$ cat config.mk
export PLATFORM = sky130hd
export DESIGN_NAME = pipe_hazard_ctrl
export DESIGN_NICKNAME = d
export VERILOG_FILES = /design/src/rtl/pipe_hazard_ctrl.sv
export SDC_FILE = /design/constraint.sdc
export NUM_CORES = 1
export LEC_CHECK = 0
export CORE_MARGIN = 2
export CORE_UTILIZATION = 44
export CTS_CLUSTER_DIAMETER = 200
export DETAILED_ROUTE_END_ITERATION = 10
export MAX_ROUTING_LAYER = met4
export PLACE_DENSITY = 0.81
export REMOVE_ABC_BUFFERS = 1
export SYNTH_ARGS = -nofsm -noshare
export SYNTH_HDL_FRONTEND = slang
export SYNTH_SLANG_ARGS = --single-unit
$ cat constraint.sdc
create_clock -name clk -period 2.6 [get_ports clk]
set_input_delay 0.52 -clock clk [delete_from_list [all_inputs] [get_ports clk]]
set_output_delay 0.52 -clock clk [all_outputs]
set_load 0.05 [all_outputs]
$ cat src/rtl/pipe_hazard_ctrl.sv
// Hazard and forwarding controller for the 5-stage MIPS-Lite pipeline: drives the pipeline
// register enables, bubbles, branch flushes and EX operand selects, and counts stalls and flushes.
module pipe_hazard_ctrl #(
  parameter int REG_AW     = 5,
  parameter int FWD_EN     = 1,
  parameter int BR_PENALTY = 3,
  parameter int MC_LAT     = 4,
  parameter int CNT_W      = 16
) (
  input  logic                  clk,
  input  logic                  rst,
  input  logic [REG_AW-1:0]     id_rs,
  input  logic [REG_AW-1:0]     id_rt,
  input  logic                  id_use_rs,
  input  logic                  id_use_rt,
  input  logic [REG_AW-1:0]     ex_rs,
  input  logic [REG_AW-1:0]     ex_rt,
  input  logic [REG_AW-1:0]     ex_wn,
  input  logic                  ex_regwrite,
  input  logic                  ex_memread,
  input  logic                  ex_mc_start,
  input  logic [REG_AW-1:0]     mem_wn,
  input  logic                  mem_regwrite,
  input  logic [REG_AW-1:0]     wb_wn,
  input  logic                  wb_regwrite,
  input  logic                  br_taken,
  output logic                  en_pc,
  output logic                  en_ifid,
  output logic                  en_idex,
  output logic                  bubble_idex,
  output logic                  bubble_exmem,
  output logic [BR_PENALTY-1:0] flush,
  output logic [1:0]            fwd_a,
  output logic [1:0]            fwd_b,
  output logic                  mc_busy,
  output logic [CNT_W-1:0]      stall_cnt,
  output logic [CNT_W-1:0]      flush_cnt
);

  localparam logic [3:0]       MC_LOAD = 4'(MC_LAT - 1);
  localparam logic [CNT_W-1:0] CNT_ONE = CNT_W'(1);

  function automatic logic reg_match(input logic [REG_AW-1:0] d,
                                     input logic [REG_AW-1:0] s,
                                     input logic              u);
    return u && (d != '0) && (d == s);
  endfunction

  function automatic logic [1:0] fwd_sel(input logic [REG_AW-1:0] src);
    if (mem_regwrite && reg_match(mem_wn, src, 1'b1))
      return 2'b10;
    else if (wb_regwrite && reg_match(wb_wn, src, 1'b1))
      return 2'b01;
    else
      return 2'b00;
  endfunction

  function automatic logic [CNT_W-1:0] sat_inc(input logic [CNT_W-1:0] cnt, input logic inc);
    if (inc && (cnt != '1))
      return cnt + CNT_ONE;
    else
      return cnt;
  endfunction

  logic [3:0] mc_cnt;
  logic       mc_active;
  logic       mc_kill;
  logic       id_hits_ex;
  logic       id_hits_mem;
  logic       data_stall;

  // A branch resolved in MEM is older than the multicycle op in EX, so it kills that op.
  assign mc_kill   = br_taken && (BR_PENALTY == 3);
  assign mc_active = (mc_cnt != 4'd0) || ex_mc_start;
  assign flush     = {BR_PENALTY{br_taken}};

  always_comb begin
    id_hits_ex  = reg_match(ex_wn, id_rs, id_use_rs) || reg_match(ex_wn, id_rt, id_use_rt);
    id_hits_mem = reg_match(mem_wn, id_rs, id_use_rs) || reg_match(mem_wn, id_rt, id_use_rt);
    fwd_a       = 2'b00;
    fwd_b       = 2'b00;
    if (FWD_EN != 0) begin
      data_stall = ex_memread && ex_regwrite && id_hits_ex;
      fwd_a      = fwd_sel(ex_rs);
      fwd_b      = fwd_sel(ex_rt);
    end else begin
      // WB matches need no interlock: the register file writes in the first half-cycle.
      data_stall = (ex_regwrite && id_hits_ex) || (mem_regwrite && id_hits_mem);
    end
  end

  always_comb begin
    en_pc        = 1'b1;
    en_ifid      = 1'b1;
    en_idex      = 1'b1;
    bubble_idex  = 1'b0;
    bubble_exmem = 1'b0;
    mc_busy      = mc_active;
    if (br_taken) begin
      mc_busy = mc_active && !mc_kill;
    end else if (mc_active) begin
      en_pc        = 1'b0;
      en_ifid      = 1'b0;
      en_idex      = 1'b0;
      bubble_exmem = 1'b1;
    end else if (data_stall) begin
      en_pc       = 1'b0;
      en_ifid     = 1'b0;
      bubble_idex = 1'b1;
    end
  end

  always_ff @(posedge clk) begin
    if (rst) begin
      mc_cnt    <= 4'd0;
      stall_cnt <= '0;
      flush_cnt <= '0;
    end else begin
      if (mc_kill)
        mc_cnt <= 4'd0;
      else if (ex_mc_start)
        mc_cnt <= MC_LOAD;
      else if (mc_cnt != 4'd0)
        mc_cnt <= mc_cnt - 4'd1;
      stall_cnt <= sat_inc(stall_cnt, !en_pc);
      flush_cnt <= sat_inc(flush_cnt, br_taken);
    end
  end

  mc_start_while_busy: assert property (@(posedge clk) disable iff (rst)
                                        !(ex_mc_start && (mc_cnt != 4'd0)))
    else $error("ex_mc_start asserted while the multicycle unit is busy");

endmodule

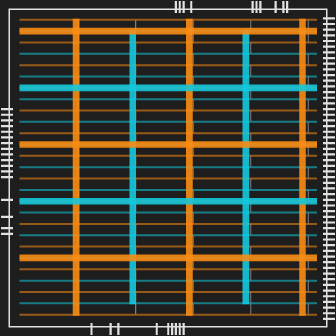
**Above:** supply network.
Pins as bars on the die edge. Tap cells in grey.
[cyan] VDD
[orange] VSS
signal pins: 90
met4 straps: 5
met5 straps: 5
met1 rails: 27

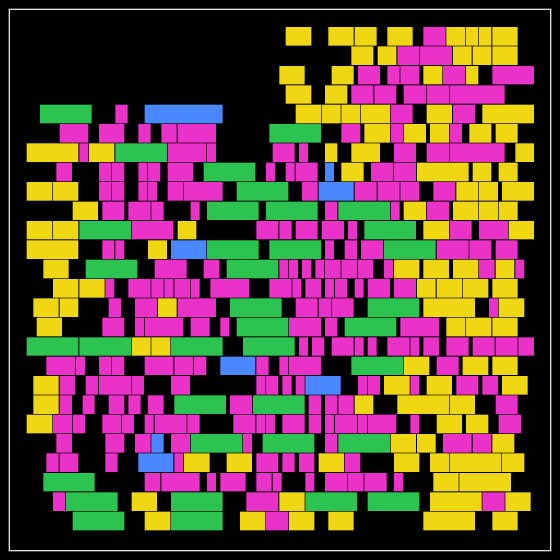
**Above:** cells coloured by class.
[magenta] all other logic | cells: 215
[yellow] other buffers and delay cells | cells: 114
[blue] clock drivers and dummy loads | cells: 8
[green] flip-flops | cells: 36
sequential cell area share: 0.201
post-route core utilization: 0.712

==> flow_summary.yaml <==
# implementation run metrics
cts:
  cts_setup_buffers: 0
  cts_resized: 32
  root_buffer: "clkbuf_8"
layout:
  bufAreaShareNonClock: 0.319
  layout_top_registers: "flush_cnt: 16 flops, stall_cnt: 16 flops, mc_cnt: 4 flops"
  clockBufferCount: 6
  final_layout_top_logic_cells: "clkdlybuf4s50_1 (55), dfxtp_1 (36), nor2_1 (34)"
  multi_input_comb_cells: 208
  comb-cell-share: 0.416
power:
  leakage_power_summed_over_all_cells_uw: 0.00137
  p_switching_uw: 403
  sequentialPower_uw: 570
  ir_drop_v: 0.000291
  cellPowerDensity_nw_per_um2: 397
die:
  floorplan.initialDensity: 0.450
  die_h_um: 75.8
drt:
  via_per_inst: 5.27
  drt_drc_violations_left: 0
  detail_route.wirelength_um: 6490
yosys:
  post_synthesis_cell_type_count: 42
  yosys_area_sq_um: 2270
  ys.warnings.count: 0
  synth.top_cell.area_share: 0.318
  largest_area_cell: "dfxtp_1"
  yosys_most_used_dff: "dfxtp_1"
  ys_seq_frac: 0.318
critical_path:
  reg2reg_depth: 10
  timing.rr.end: "stall_cnt[6]"
  worst_ep_required_time_ns: 2.08
  timing.rr.start: "mc_cnt[0]"
  crit_buf_inv: 3
  worstSetupPathType: "in2out"
  cpMaxStageDelayCell: "or4_1"
global_route:
  gr-total-overflow: 0
  grtUsageMet3: 0.0767
  grt_pass1_wl_um: 9870
sta:
  max_slew.worst_pin.slew_ns: 0.524
status:
  outcome: "finished clean"
job:
  maxCapViolCount: 0
Power figures rest on the tool's default switching activity, not on a simulated workload.
